$ cat src/rtl/uart_pkg.sv
// Shared UART subsystem constants and the receive-controller state type.
package uart_pkg;
    localparam int BYTE_W     = 8;
    localparam int FIFO_DEPTH = 16;
    localparam int BIT_RATE   = 9600;
    localparam int CLK_HZ     = 100_000_000;

    typedef enum logic [1:0] {IDLE, ARM, BUSY} rx_state_e;
endpackage

$ cat src/rtl/uart_rx_fifo_if.sv
// Receiver-side handshake and consumer stream of the receive byte buffer.
interface uart_rx_fifo_if #(
    parameter int DEPTH  = uart_pkg::FIFO_DEPTH,
    parameter int BYTE_W = uart_pkg::BYTE_W
);
    localparam int LVL_W = $clog2(DEPTH) + 1;

    logic              rx_valid_o;
    logic              rx_ready_i;
    logic [BYTE_W-1:0] rx_data_i;
    logic [BYTE_W-1:0] m_data_o;
    logic              m_valid_o;
    logic              m_ready_i;
    logic [LVL_W-1:0]  level_o;
    logic              overflow_o;

    modport slave (
        output rx_valid_o, m_data_o, m_valid_o, level_o, overflow_o,
        input  rx_ready_i, rx_data_i, m_ready_i
    );

    modport master (
        input  rx_valid_o, m_data_o, m_valid_o, level_o, overflow_o,
        output rx_ready_i, rx_data_i, m_ready_i
    );
endinterface

$ cat src/rtl/uart_sync_fifo.sv
// Synchronous first-word-fall-through FIFO; pointers carry an extra MSB to tell full from empty.
module uart_sync_fifo #(
    parameter  int DEPTH  = 16,
    parameter  int BYTE_W = 8,
    localparam int PTR_W  = $clog2(DEPTH) + 1
) (
    input  logic              clk_i,
    input  logic              reset_i,
    input  logic              push_i,
    input  logic              pop_i,
    input  logic [BYTE_W-1:0] wdata_i,
    output logic [BYTE_W-1:0] rdata_o,
    output logic              full_o,
    output logic              empty_o,
    output logic [PTR_W-1:0]  level_o
);
    logic [BYTE_W-1:0] mem_q [DEPTH];
    logic [PTR_W-1:0]  wr_q, wr_d;
    logic [PTR_W-1:0]  rd_q, rd_d;
    logic              do_push;
    logic              do_pop;

    assign empty_o = (wr_q == rd_q);
    assign full_o  = (wr_q[PTR_W-1] != rd_q[PTR_W-1]) &&
                     (wr_q[PTR_W-2:0] == rd_q[PTR_W-2:0]);

    // A pop frees the slot in the same cycle, so push-at-full is accepted alongside it.
    assign do_pop  = pop_i & ~empty_o;
    assign do_push = push_i & (~full_o | do_pop);

    assign wr_d    = wr_q + PTR_W'(do_push);
    assign rd_d    = rd_q + PTR_W'(do_pop);
    assign level_o = wr_q - rd_q;
    assign rdata_o = mem_q[rd_q[PTR_W-2:0]];

    always_ff @(posedge clk_i) begin
        if (reset_i) begin
            wr_q <= '0;
            rd_q <= '0;
        end else begin
            wr_q <= wr_d;
            rd_q <= rd_d;
        end
    end

    always_ff @(posedge clk_i) begin
        if (do_push) begin
            mem_q[wr_q[PTR_W-2:0]] <= wdata_i;
        end
    end
endmodule

$ cat src/rtl/uart_rx_fifo.sv
// Arms the UART receiver, captures completed bytes into a FIFO and streams them out.
// Optional UART_RX_FIFO_DROP_EN: keep arming while full, drop bytes and flag overflow_o.
module uart_rx_fifo #(
    parameter int DEPTH  = uart_pkg::FIFO_DEPTH,
    parameter int BYTE_W = uart_pkg::BYTE_W
) (
    input  logic           clk_i,
    input  logic           reset_i,
    uart_rx_fifo_if.slave  bus
);
    import uart_pkg::*;

    localparam int LVL_W = $clog2(DEPTH) + 1;

    rx_state_e        state_q, state_d;
    logic             rx_valid;
    logic             slot_avail;
    logic             push;
    logic             pop;
    logic             full;
    logic             empty;
    logic [LVL_W-1:0] level;

    always_comb begin
        state_d  = state_q;
        rx_valid = 1'b0;
        unique case (state_q)
            IDLE: if (bus.rx_ready_i && slot_avail) state_d = ARM;
            ARM: begin
                rx_valid = 1'b1;
                if (!bus.rx_ready_i) state_d = BUSY;
            end
            BUSY:    if (bus.rx_ready_i) state_d = IDLE;
            default: state_d = IDLE;
        endcase
    end

    always_ff @(posedge clk_i) begin
        if (reset_i) state_q <= IDLE;
        else         state_q <= state_d;
    end

    // Receiver back at idle while we wait in BUSY marks a finished frame.
    assign push = (state_q == BUSY) && bus.rx_ready_i;
    assign pop  = ~empty & bus.m_ready_i;

    uart_sync_fifo #(.DEPTH(DEPTH), .BYTE_W(BYTE_W)) u_fifo (
        .clk_i   (clk_i),
        .reset_i (reset_i),
        .push_i  (push),
        .pop_i   (pop),
        .wdata_i (bus.rx_data_i),
        .rdata_o (bus.m_data_o),
        .full_o  (full),
        .empty_o (empty),
        .level_o (level)
    );

    assign bus.rx_valid_o = rx_valid;
    assign bus.m_valid_o  = ~empty;
    assign bus.level_o    = level;

`ifdef UART_RX_FIFO_DROP_EN
    logic overflow_q, overflow_d;

    assign slot_avail = 1'b1;
    assign overflow_d = overflow_q | (push & full & ~pop);

    always_ff @(posedge clk_i) begin
        if (reset_i) overflow_q <= 1'b0;
        else         overflow_q <= overflow_d;
    end

    assign bus.overflow_o = overflow_q;
`else
    assign slot_avail     = ~full;
    assign bus.overflow_o = 1'b0;
`endif
endmodule

$ cat src/flat_wrapper.sv
// flat-port wrapper written by rule: the top's interface ports become plain ports
module uart_rx_fifo_flat import uart_pkg::*;
#(
    parameter int DEPTH  = uart_pkg::FIFO_DEPTH,
    parameter int BYTE_W = uart_pkg::BYTE_W
)
  (clk_i, reset_i, bus_rx_valid_o, bus_m_data_o, bus_m_valid_o, bus_level_o, bus_overflow_o, bus_rx_ready_i, bus_rx_data_i, bus_m_ready_i);
  uart_rx_fifo_if #(.DEPTH(DEPTH), .BYTE_W(BYTE_W)) bus_i ();
  input  logic clk_i;
  input  logic reset_i;
  output wire logic [$bits(bus_i.rx_valid_o)-1:0] bus_rx_valid_o;
  output wire logic [$bits(bus_i.m_data_o)-1:0] bus_m_data_o;
  output wire logic [$bits(bus_i.m_valid_o)-1:0] bus_m_valid_o;
  output wire logic [$bits(bus_i.level_o)-1:0] bus_level_o;
  output wire logic [$bits(bus_i.overflow_o)-1:0] bus_overflow_o;
  input wire logic [$bits(bus_i.rx_ready_i)-1:0] bus_rx_ready_i;
  input wire logic [$bits(bus_i.rx_data_i)-1:0] bus_rx_data_i;
  input wire logic [$bits(bus_i.m_ready_i)-1:0] bus_m_ready_i;
  assign bus_rx_valid_o = bus_i.rx_valid_o;
  assign bus_m_data_o = bus_i.m_data_o;
  assign bus_m_valid_o = bus_i.m_valid_o;
  assign bus_level_o = bus_i.level_o;
  assign bus_overflow_o = bus_i.overflow_o;
  assign bus_i.rx_ready_i = bus_rx_ready_i;
  assign bus_i.rx_data_i = bus_rx_data_i;
  assign bus_i.m_ready_i = bus_m_ready_i;
  uart_rx_fifo #(.DEPTH(DEPTH), .BYTE_W(BYTE_W)) u_core (.clk_i(clk_i), .reset_i(reset_i), .bus(bus_i));
endmodule
$ cat config.mk
export PLATFORM = sky130hd
export DESIGN_NAME = uart_rx_fifo_flat
export DESIGN_NICKNAME = d
export VERILOG_FILES = /design/src/rtl/uart_pkg.sv /design/src/rtl/uart_rx_fifo_if.sv /design/src/rtl/uart_sync_fifo.sv /design/src/rtl/uart_rx_fifo.sv /design/src/flat_wrapper.sv
export SDC_FILE = /design/constraint.sdc
export NUM_CORES = 1
export LEC_CHECK = 0
export CAP_MARGIN = 20
export CELL_PAD_IN_SITES_DETAIL_PLACEMENT = 0
export CELL_PAD_IN_SITES_GLOBAL_PLACEMENT = 1
export CORE_UTILIZATION = 56
export CTS_CLUSTER_SIZE = 25
export DETAILED_ROUTE_END_ITERATION = 8
export GPL_TIMING_DRIVEN = 0
export HOLD_SLACK_MARGIN = 0.02
export PLACE_DENSITY = 0.93
export SLEW_MARGIN = 20
export SYNTH_ARGS = -nofsm -noshare
export SYNTH_HDL_FRONTEND = slang
export SYNTH_SLANG_ARGS = --single-unit
$ cat constraint.sdc
create_clock -name clk_i -period 4.7 [get_ports clk_i]
set_clock_uncertainty 0.1 [all_clocks]
set_input_delay 0.94 -clock clk_i [delete_from_list [all_inputs] [get_ports clk_i]]
set_output_delay 0.94 -clock clk_i [all_outputs]
set_load 0.03 [all_outputs]
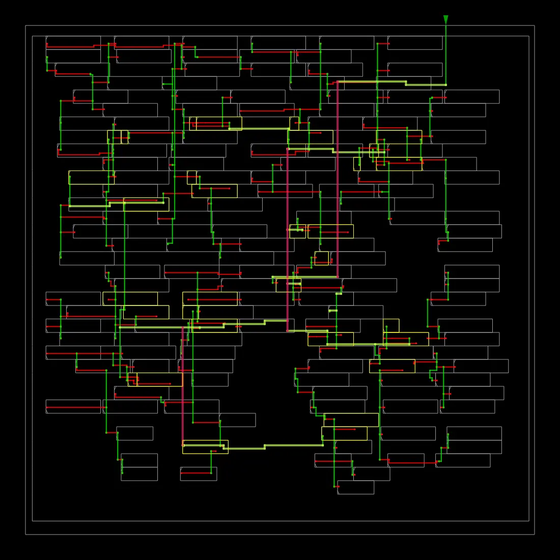
clocks.png
Clock Sink Count: 140
Clk power: 1.29 mW

==> run notes <==
run metrics: result of the run=completed, fraction of area in clock buffers and inverters=0.0859, fraction of power consumed by the clock network=0.471, cell count after synthesis=311, main combinational cell family by area after synthesis=multiplexers, maximum number of pins on one net before global-route repair=17, fraction of the yosys area taken by sequential cells=0.718, worst flop-to-flop path endpoint=u_core.u_fifo.mem_q[12][0]$_DFFE_PP_, post-layout period usage of the worst path=0.888, min-delay src=u_core.u_fifo.wr_q[4]$_SDFF_PP0_, RSZ-0062 raised after global routing=no, family of cells with the greatest summed delay on the critical path=buffers and inverters, Tightest Hold Check Type=register to register, Yosys chip area=0.00569 sq mm, synthesized-area fraction occupied by xor and xnor cells=0.0154, MI comb cells=147, met1 GRT Util=0.337, Unique cell types=34, global-route congestion overflow total=0, adder-cell share of the synthesized area=0.0211, register area=0.00408 sq mm, top-level port count=28, final number of setup-violating endpoints=0, required time at the endpoint of the critical path=3.66 ns, number of diodes added for antenna fixing=0, post-route ant nets=0, count of sequential standard cells=140, core box area=0.00982 sq mm, count of buffers from port buffering=26, Reg clk slew, reported paths=0.06 ns, clock period minus worst slack=4.18 ns, fraction of synthesis flops using an asynchronous set or reset pin=0, cell repeated most along the worst path=buf_2, max-capacitance violation count=0, count of plain and timing-repair buffers in the layout=40, Initial DRC Count=274, endpoint class of the critical path=output pin, simple-gate share of the synthesized area=0.0398, Clock Latency Late Sink=0.52 ns, combinational fraction of design power=0.034
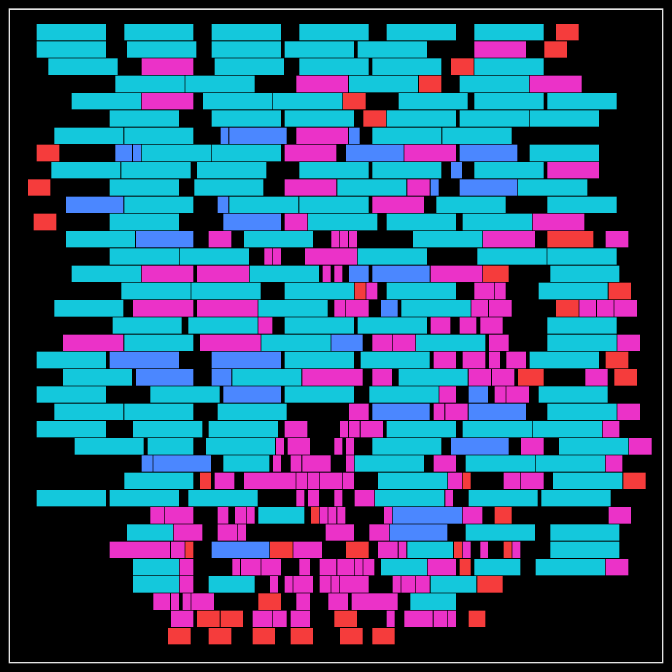
placement_by_type.png
legend:
  other buffers and delay cells:
    colour: red
    cells: 40
  flops:
    colour: cyan
    cells: 140
  combinational and other logic:
    colour: magenta
    cells: 157
  clock drivers and dummy loads:
    colour: blue
    cells: 32

==> layer usage <==
layer	up-vias	routed length [um]
li1	1328	-
met1	1568	4940
met2	129	6100
met3	21	751
met4	0	279
met5	-	0
==> power by group through the flow <==
| stage | Combinational (mW) | Clock (mW) | Sequential [mW] |
|---|---|---|---|
| 3_5_place_dp | 0.0944 | 0 | 1.39 |
| 6_report | 0.0946 | 1.29 | 1.36 |
| 2_1_floorplan | 0.0478 | 0 | 1.39 |
| 4_1_cts | 0.0951 | 1.30 | 1.36 |
| 3_3_place_gp | 0.0912 | 0 | 1.39 |
| 5_1_grt | 0.100 | 1.35 | 1.36 |
==> sequential cells by signal, summed over array words and instances (netlist names) <==
name / count
u_core.state_q: 2
u_core.u_fifo.rd_q: 5
u_core.u_fifo.mem_q: 128
u_core.u_fifo.wr_q: 5
No activity file was given, so power comes from the tool's default toggle rates.
